clk_routes.png
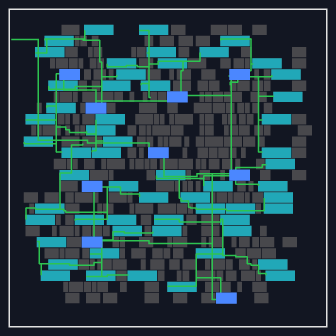
layer_met3.png
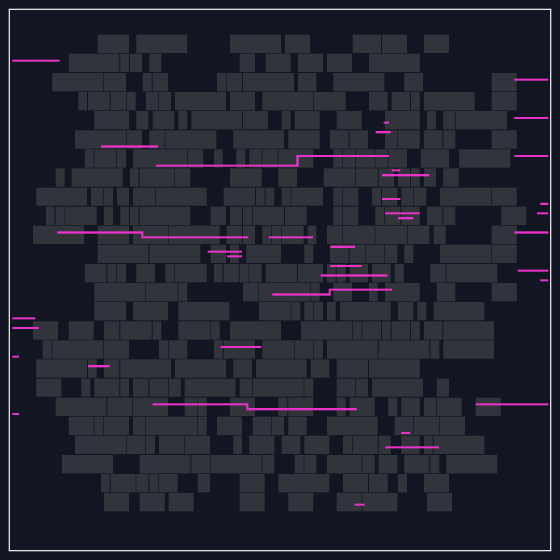
--- config.mk ---
export PLATFORM = sky130hd
export DESIGN_NAME = klingon_scan_display
export DESIGN_NICKNAME = d
export VERILOG_FILES = /design/src/rtl/klingon_scan_display.sv
export SDC_FILE = /design/constraint.sdc
export NUM_CORES = 1
export LEC_CHECK = 0
export CAP_MARGIN = 10
export CORE_MARGIN = 3
export CORE_UTILIZATION = 55
export CTS_CLUSTER_DIAMETER = 50
export DETAILED_ROUTE_END_ITERATION = 10
export HOLD_SLACK_MARGIN = 0.03
export PLACE_DENSITY = 0.81
export SETUP_SLACK_MARGIN = 0.1
export SLEW_MARGIN = 10
export SYNTH_ARGS = -nofsm -noshare
export SYNTH_HDL_FRONTEND = slang
export SYNTH_SLANG_ARGS = --single-unit
--- constraint.sdc ---
create_clock -name clk -period 4 [get_ports clk]
set_input_delay 0.8 -clock clk [delete_from_list [all_inputs] [get_ports clk]]
set_output_delay 0.8 -clock clk [all_outputs]
set_load 0.005 [all_outputs]
--- src/rtl/klingon_scan_display.sv ---
// Time-multiplexed multi-digit 7-segment driver with decimal/Klingon glyphs, leading-zero blanking
// and a shadow load that reaches the display only at frame boundaries; seg/dig_en lag idx by one cycle.
module klingon_scan_display #(
  parameter int DIGITS   = 4,
  parameter int PRESCALE = 1000
) (
  input  logic                clk,
  input  logic                reset,
  input  logic [4*DIGITS-1:0] value,
  input  logic                load,
  input  logic                mode,
  input  logic                lz_blank,
  output logic [6:0]          seg,
  output logic [DIGITS-1:0]   dig_en,
  output logic                frame_done
);

  localparam int PW = (PRESCALE > 1) ? $clog2(PRESCALE) : 1;
  localparam int IW = (DIGITS > 1) ? $clog2(DIGITS) : 1;

  logic [PW-1:0]       pre;
  logic [IW-1:0]       idx;
  logic [4*DIGITS-1:0] disp;
  logic [4*DIGITS-1:0] shadow;
  logic                pending;

  logic                pre_wrap;
  logic                last_dig;
  logic                boundary;
  logic [3:0]          cur_nib;
  logic                cur_zero;
  logic                run_zero;
  logic [DIGITS-1:0]   zero_above;
  logic [DIGITS-1:0]   onehot_nxt;
  logic                blank;

  function automatic logic [6:0] glyph(input logic [3:0] n, input logic klingon);
    logic [6:0] g;
    g = 7'b0000000;
    if (!klingon) begin
      case (n)
        4'd0: g = 7'b1111110;
        4'd1: g = 7'b0110000;
        4'd2: g = 7'b1101101;
        4'd3: g = 7'b1111001;
        4'd4: g = 7'b0110011;
        4'd5: g = 7'b1011011;
        4'd6: g = 7'b1011111;
        4'd7: g = 7'b1110000;
        4'd8: g = 7'b1111111;
        4'd9: g = 7'b1111011;
        default: g = 7'b0000000;
      endcase
    end else begin
      case (n)
        4'd0: g = 7'b1111110;
        4'd1: g = 7'b1000000;
        4'd2: g = 7'b1000001;
        4'd3: g = 7'b1001001;
        4'd4: g = 7'b0100011;
        4'd5: g = 7'b0011101;
        4'd6: g = 7'b0100101;
        4'd7: g = 7'b0010011;
        4'd8: g = 7'b0110110;
        4'd9: g = 7'b0110111;
        default: g = 7'b0000000;
      endcase
    end
    return g;
  endfunction

  assign pre_wrap = (pre == PW'(PRESCALE - 1));
  assign last_dig = (idx == IW'(DIGITS - 1));
  assign boundary = pre_wrap && last_dig;

  // zero_above[i]: nibbles i..DIGITS-1 of disp are all zero
  always_comb begin
    run_zero   = 1'b1;
    zero_above = '0;
    for (int i = DIGITS - 1; i >= 0; i--) begin
      run_zero      = run_zero && (disp[4*i +: 4] == 4'd0);
      zero_above[i] = run_zero;
    end
  end

  always_comb begin
    cur_nib    = 4'd0;
    cur_zero   = 1'b0;
    onehot_nxt = '0;
    for (int i = 0; i < DIGITS; i++) begin
      if (idx == IW'(i)) begin
        cur_nib       = disp[4*i +: 4];
        cur_zero      = zero_above[i];
        onehot_nxt[i] = 1'b1;
      end
    end
    blank = lz_blank && (idx != '0) && cur_zero;
  end

  always_ff @(posedge clk) begin
    if (reset) begin
      pre        <= '0;
      idx        <= '0;
      disp       <= '0;
      shadow     <= '0;
      pending    <= 1'b0;
      seg        <= 7'b0000000;
      dig_en     <= '0;
      frame_done <= 1'b0;
    end else begin
      pre <= pre_wrap ? '0 : pre + PW'(1);
      if (pre_wrap) begin
        idx <= last_dig ? '0 : idx + IW'(1);
      end
      frame_done <= boundary;

      // A load landing on the boundary goes straight to the display
      if (load && boundary) begin
        disp    <= value;
        shadow  <= value;
        pending <= 1'b0;
      end else if (load) begin
        shadow  <= value;
        pending <= 1'b1;
      end else if (boundary && pending) begin
        disp    <= shadow;
        pending <= 1'b0;
      end

      dig_en <= onehot_nxt;
      seg    <= blank ? 7'b0000000 : glyph(cur_nib, mode);
    end
  end

endmodule
==> results.yml <==
# generated from flow reports
sta:
  max_freq_mhz: 328
  timing.final.hold_violations: 0
  rsz_0062_raised_after_global_routing: "no"
  slew_headroom_pct: 52.1
  finalMaxSlewViolations: 0
  worst-slew-pin-transition_ns: 0.717
  finalSetupTns_ns: 0
  setup_viol: 0
  final.min_clock_period_ns: 3.05
  setup_slack_ns: 0.952
  post-route-period-util_pct: 76.2
place:
  pre_cts_slack_ns: 1.08
  port_buffers: 32
  routabilityCongestion: 0.824
  number_of_instances_in_the_placed_design: 392
  postPlaceCellArea_sq_um: 3090
  dp.final_hpwl_um: 3740
logic_synthesis:
  mappedNetlistArea_sq_um: 2770
  synth.comb.largest_family: "simple AND/OR/NAND/NOR gates"
  async_flop_share_pct: 0
  post_synth_inst_count: 311
  synth.distinct_cells: 48
  synthAdderAreaFrac_pct: 4.98
  simple_gate_share_pct: 22.3
  yosysChipArea_sq_um: 2770
  edf_count: 0
  synth_nets: 343
  register_bit_total_from_synthesis: 57
  postSynthSeqShare_pct: 41.3
  aoi_share_pct: 17.6
  flop_cell: "sky130_fd_sc_hd__dfxtp_1"
  yosys-stat-cells: 311
  synthMuxAreaShare_pct: 7.33
  xor_xnor_area_share_pct: 1.90
  syn_area_per_cell_sq_um: 8.89
  yosys_warnings: 0
grt:
  gr-usage-all-layers_pct: 19.9
  via_count_of_the_first_global_routing_pass: 2195
  met3_usage_pct: 4.46
  grt.overflow.total: 0
  groute.layer.met1.usage_pct: 23.8
  grt_max_degree: 44
  globalRouteMet2Util_pct: 33.5
  grt_most_used_layer: "met2"
  antenna_found_initial: 0
  grt_first_pass_wirelength_um: 9610
setup_path:
  critical_path.endpoint_type: "flip-flop"
  arrival_time_reported_for_the_critical_path_endpoint_ns: 3.26
  timing_worst_setup_path_type: "reg -> reg"
  cp_max_fo: 13
  crit_start: "idx[0]"
  critical_path_required_ns: 4.21
  slowest_delay_ns: 0.54
  worst_setup_path_start_kind: "flip-flop"
  critical_path.cell_chain: "ha_1 > nor2_1 > o211a_1 > a221oi_1 > inv_1 > ha_1 > mux2_2 > a311oi_1 > nor2_1"
  rr_startpoint: "idx[0]"
  crit_path_top_delay_cell: "sky130_fd_sc_hd__a221oi_1"
layout:
  syn2layout_area_growth_pct: 18.1
  post_layout_cell_count: 408
  layout.cells.most_common: "sky130_fd_sc_hd__dfxtp_1"
  final_area_sq_um: 3270
  final_nets: 368
  diodes: 0
  post_route_cells_drive_above_1_share_pct: 9.68
  layout_top_cells_excl_fill_tap: "sky130_fd_sc_hd__dfxtp_1, sky130_fd_sc_hd__nor2_1, sky130_fd_sc_hd__clkdlybuf4s50_1"
job:
  max-cap-violations: 0
  warning_count: 34
power:
  power.ir.vdd_worst_mv: 0.215
  power.share.switching_pct: 23.9
  power.leakage_nw: 1.22
  power_per_cell_area_nw_per_um2: 358
  internal_power_mw: 0.889
  share_seq_of_total_power_pct: 50.9
  power.combinational.fraction_pct: 7.9
  power_switching_mw: 0.279
clock_tree:
  tritoncts_num_sinks: 57
  cts.path.max_buffers: 2
  cts_htree_levels: 3
  cts_post_setup_buffers_inserted: 0
  clock-root-buffer: "sky130_fd_sc_hd__clkbuf_8"
  clock_tree_from_tritoncts: "yes"
  cts.hold.buffers_added: 0
  numCtsBuffers: 9
  postCtsResizedCells: 0
  cts.reportedPaths.clkPinSlew_ns: 0.06
floorplanning:
  fp.coreArea_sq_um: 4790
  dieArea_sq_um: 5910
  fp-utilization_pct: 57.8
  placement_rows: 25
  die.size.x_um: 76.9
  ios: 33
  die_y_um: 76.9
detailed_routing:
  routed-via-count: 2268
  totalWireLength_um: 5450
  wl_per_cell_um: 13.4
  firstDrtPassIters: 4
  ant_nets: 0
  violation_count_after_the_first_detailed_routing_iteration: 171
  route.detailed.drc: 0
  vias_per_cell: 5.56
worst_hold_path:
  min_from: "pre[0]"
  hold_path_class: "reg -> reg"
run_status:
  run_status: "complete, no violations"
Notes on clk_routes.png above:
[blue] clock drivers | count: 9
[green] clock wires | length: 768 um
[cyan] flip-flops | count: 57
flops lie	spread over the die
routed clock nets	10
Latency at later pin: 0.34 ns
clock network power: 0.481 mW
clock tree skew after final layout: 0.00584 ns
clock network fraction of total power: 41.2%

Notes on layer_met3.png above:
longest straight run	20.0 um
nets with wire on the layer	31
share of all routed wire	4.2%
wire length on this layer	230 um
main direction	horizontal

Yosys cell counts, drive strengths merged (2+ instances only):
cell type	n	area share [%]
nand2	20	2.7
a31oi	2	0.45
nor3	3	0.54
nor2	52	7.1
or3	2	0.45
nand4	2	0.68
nand3b	13	3.5
clkbuf	15	2.0
nand3	5	0.90
nor3b	2	0.54
o22ai	3	0.68
o21ai	20	3.6
mux2	2	0.81
o211ai	3	0.81
dfxtp	57	41
nor4	5	1.7
and2	4	0.91
xor2	5	1.6
a21oi	6	1.1
buf	6	1.6
or2	2	0.45
ha	11	5.0
a211oi	20	7.2
inv	8	1.1
nand2b	3	0.68
mux2i	18	6.5
a221oi	2	0.63
nor2b	6	1.4
o21a	2	0.54
sequential cells by signal, indices dropped and copies added, names as in the netlist:
| register | flops |
|---|---|
| dig_en | 4 |
| pre | 10 |
| idx | 2 |
| seg | 7 |
| disp | 16 |
| pending | 1 |
| frame_done | 1 |
| shadow | 16 |
power groups by stage:
| stage | clock network [mW] | logic, mW | registers (mW) |
|---|---|---|---|
| finish | 0.481 | 0.0919 | 0.595 |
| global placement | 0 | 0.0908 | 0.606 |
| global route | 0.512 | 0.103 | 0.597 |
| floorplan | 0 | 0.0541 | 0.604 |
| detailed placement | 0 | 0.0922 | 0.607 |
| CTS | 0.485 | 0.0928 | 0.595 |
worst paths after layout:
kind	depth (start not counted)	slack (ns)	end
worst max-delay path	9	0.95	seg[4]
worst min-delay path	1	0.45	pre[0]
worst max register to register	9	0.95	seg[4]
worst min register to register	1	0.45	pre[0]
cell families after synthesis:
group / after synthesis
AND/OR/NAND/NOR: 122
buffers and inverters: 29
adder cells (fa/ha/maj): 11
AND-OR/OR-AND: 66
multiplexers: 20
XOR/XNOR: 6
flip-flops: 57
critical path, delay by kind of cell, from the launching register on:
| family | cells | cell delay [ns] |
|---|---|---|
| multiplexers | 1 | 0.29 |
| flip-flops | 1 | 0.42 |
| adder cells (fa/ha/maj) | 2 | 0.74 |
| AND-OR/OR-AND | 3 | 1.00 |
| AND/OR/NAND/NOR | 2 | 0.25 |
| buffers and inverters | 1 | 0.23 |
final cells by class:
type	count	area (sq um)
clock inverter	3	15.0
fill	392	1520
tap	67	83.8
clock buffer	13	159
timing repair buffer	35	343
sequential	57	1140
multi-input combinational	225	1490
inverter	8	30.0
per-stage QoR:
| stage | power [mW] | utilization (%) | hold WS (ns) |
|---|---|---|---|
| after global routing | 1.21 | 68.2 | 0.472 |
| after global placement | 0.697 | 64.6 | 0.433 |
| final | 1.17 | 68.2 | 0.452 |
| after CTS | 1.17 | 68.2 | 0.453 |
| after detailed placement | 0.699 | 64.6 | 0.441 |
| after floorplan | 0.658 | - | 0.418 |
per-layer routing:
layer  up-vias  wire [um]  share of wire [%]
li1       1135          -                  -
met3         8        230                4.2
met5         -          0                  0
met1      1068       2460                 45
met4         0         78                1.4
met2        57       2670                 49
Power and IR drop assume default switching activity.
